==> config.mk <==
export PLATFORM = sky130hd
export DESIGN_NAME = seg7_scan_driver
export DESIGN_NICKNAME = d
export VERILOG_FILES = /design/src/rtl/seg7_pkg.sv /design/src/rtl/seg7_prescaler.sv /design/src/rtl/seg7_scan_driver.sv
export SDC_FILE = /design/constraint.sdc
export NUM_CORES = 1
export LEC_CHECK = 0
export CAP_MARGIN = 15
export CORE_ASPECT_RATIO = 0.8
export CORE_MARGIN = 2
export CORE_UTILIZATION = 40
export DETAILED_ROUTE_END_ITERATION = 7
export PLACE_DENSITY = 0.63
export SLEW_MARGIN = 15
export SYNTH_ARGS = -nofsm -noshare
export SYNTH_HDL_FRONTEND = slang
export SYNTH_HIERARCHICAL = 1
export SYNTH_SLANG_ARGS = --single-unit
==> constraint.sdc <==
create_clock -name clk -period 3.3 [get_ports clk]
set_input_delay 0.33 -clock clk [delete_from_list [all_inputs] [get_ports clk]]
set_output_delay 0.33 -clock clk [all_outputs]
set_load 0.1 [all_outputs]
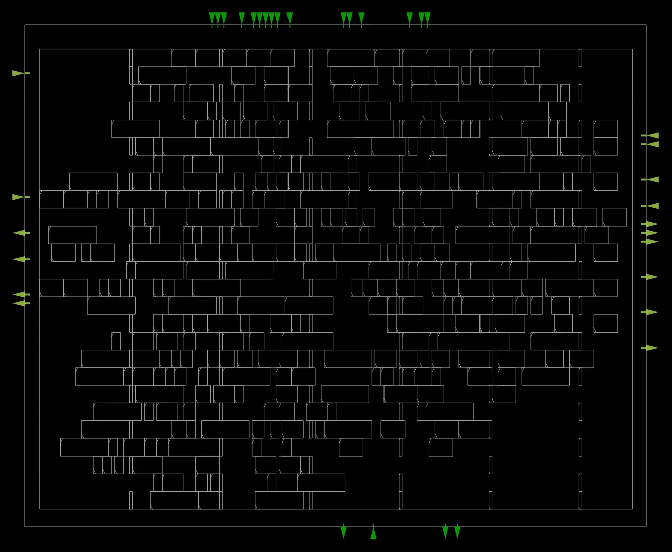
*Cell placement*
CORE AREA: 6440 um2
num rows: 26
fill cell count: 636

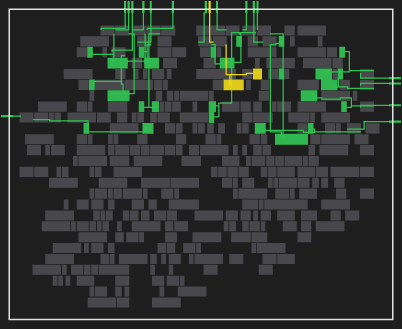
*I/O nets highlighted*
Scale: 4 px per um.
Yellow is hold, direction input, edge top, end cells 2, buffers 1, wire 26.1 um. Green is value_in, direction input, edge 11 top, 4 right, 1 left, end cells 28, buffers 16, wire 466 um.
number of port buffers: 35
I/O pins: 36

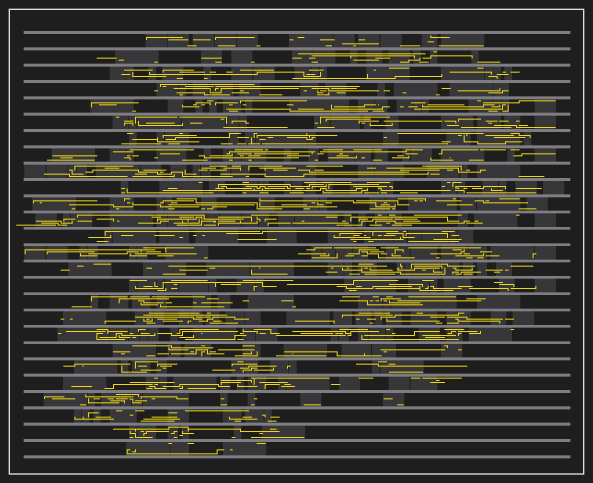
*The metal 1 layer*
Scale: 6 px per um. Supply wires on this layer in gray.
The layer carries 3,130 um of wire. 335 nets have wire on it. The layer holds 50% of the routed length. The longest straight run is 36.3 um. The wires run mostly horizontal.
total number of vias: 2,287
WL final: 6.24 mm
met1 GRT Util: 26.5%

==> run notes <==
yosys + openroad results -> CP startpoint kind register, Yosys top cell area share 36.6%, Max Buffers Root-to-Sink 2, Tcrit/Tclk final about nine tenths, crit path kind reg -> reg, All-Layer GR Usage 17.6%, GP Congestion between 0.8 and 0.9, Reg clk slew, reported paths ~0.090 ns, die height roughly 77 um, Worst-Margin Slew just under 1 ns, Synth cell types 59, vias per cell 5.34, leading area contributor after synthesis dfxtp_1, Clock Power Share between 30% and 40%, Synth Seq Share a little over a third, Setup crit end kind register, CP Depth 10, Hold-fix buffers, CTS 0, Worst R2R Path Depth 10, Setup-failing EPs final 0, r2r setup slk about 0.3 ns, ys cells 310, Largest cells by area dfxtp_1 37%, nand2_1 7.6%, a21boi_0 6.2%, # Post-CTS Setup Buffers 0, unrepaired setup endpoints after global routing no, Clock H-tree levels 2, critical path's top delay family AND-OR/OR-AND gates, Lkg Pwr about 1.1 nW, die width 95.5 um, sequential share of power ~53%, EDFF count, synth 0, max-capacitance violation count 0, Dominant flop cell dfxtp_1, Avg Inst Size Synth between 8 and 9 um2, WHS approximately 0.47 ns, drt pass-1 iters 4, first-pass GRT wire length just over 10 mm, crit-path cells ha_1, nand2b_1, nand2_2, mux4_2, a221oi_2, inv_2, ha_1, o31ai_1, o211ai_1, a31o_1, Peak Freq ~330 MHz, clk_skew around 0.0055 ns, status finished clean, TritonCTS clock tree yes, Area Growth Syn to Fin 20.4%
[layout make-up]
cell class / count / area, um2
Fill cell: 636 / 3220
Multi-Input combinational cell: 234 / 1580
Sequential cell: 49 / 981
Timing Repair Buffer: 42 / 403
Tap cell: 84 / 105
Clock buffer: 7 / 86.3
Inverter: 11 / 41.3
Clock inverter: 1 / 30.0
[power by group through the flow]
| stage | Combinational, mW | Sequential [mW] | Clock [mW] |
|---|---|---|---|
| after floorplan | 0.0484 | 0.610 | 0 |
| after global placement | 0.0887 | 0.611 | 0 |
| after detailed placement | 0.0887 | 0.611 | 0 |
| after CTS | 0.0893 | 0.598 | 0.459 |
| after global routing | 0.0974 | 0.598 | 0.485 |
| final | 0.0894 | 0.598 | 0.447 |
[placed cells by master, fill, tap and decap left out, types with 2 or more instances in the layout]
cell             netlist  final
o21ai_0                8      8
a221oi_2               2      2
nand4_1                4      4
or3_1                  2      2
mux2i_1                9      9
xor2_1                 4      4
a21oi_1                5      5
mux2_2                 3      3
nand3_1               12     12
nor4_1                 6      6
and3_1                 3      3
nand2_1               54     54
nor3_2                 1      2
inv_1                  8      8
a31oi_1                2      2
o21ai_1                4      4
clkdlybuf4s50_1        0     35
nor3_1                 8      7
o31ai_1                2      2
o31ai_2                2      2
a21boi_0              22     22
o211a_1                2      2
a311oi_1               2      2
buf_4                  0      7
xnor2_1               11     11
inv_2                  3      3
dfxtp_1               49     49
a211oi_1               3      3
o211ai_1               4      4
clkbuf_8               0      6
ha_1                   8      8
nor2_1                23     23
o21a_1                 3      3
[tightest hold or removal path, delay by kind of cell (launching register included)]
family,cells,cell delay (ns)
AOI/OAI and AO/OA,1,0.06
and+or+nand+nor,1,0.05
DFF,1,0.32
[cells by family (layout without fill, tap and decap cells)]
logic type,after synthesis,in the layout,share of synthesized area [%]
AND-OR/OR-AND,73,73,22.0
XOR/XNOR,15,15,4.90
adder cells (fa/ha/maj),8,8,3.74
buffers and inverters,27,61,4.62
flip-flops,49,49,36.6
multiplexers,14,14,5.89
AND/OR/NAND/NOR,124,124,22.3
[routing by layer]
metal | routed length, um | part of all wire [%] | GRT usage (%) | vias to the layer above
li1 | - | - | - | 1162
met1 | 3130 | 50 | 26.5 | 1066
met2 | 2720 | 44 | 24.6 | 52
met3 | 305 | 4.9 | 3.54 | 7
met4 | 82 | 1.3 | 6.14 | 0
met5 | 0 | 0 | 0 | -
[through the flow]
step	setup WS [ns]	std cells	cell area (um2)	utilization [%]	total power [mW]
after floorplan	0.839	310	2680	-	0.658
after global placement	0.389	420	3110	48.3	0.700
after detailed placement	0.310	420	3110	48.3	0.700
after CTS	0.313	428	3230	50.1	1.15
after global routing	0.101	428	3230	50.1	1.18
final	0.304	428	3230	50.1	1.13
Power is estimated from default activity; no workload was simulated.
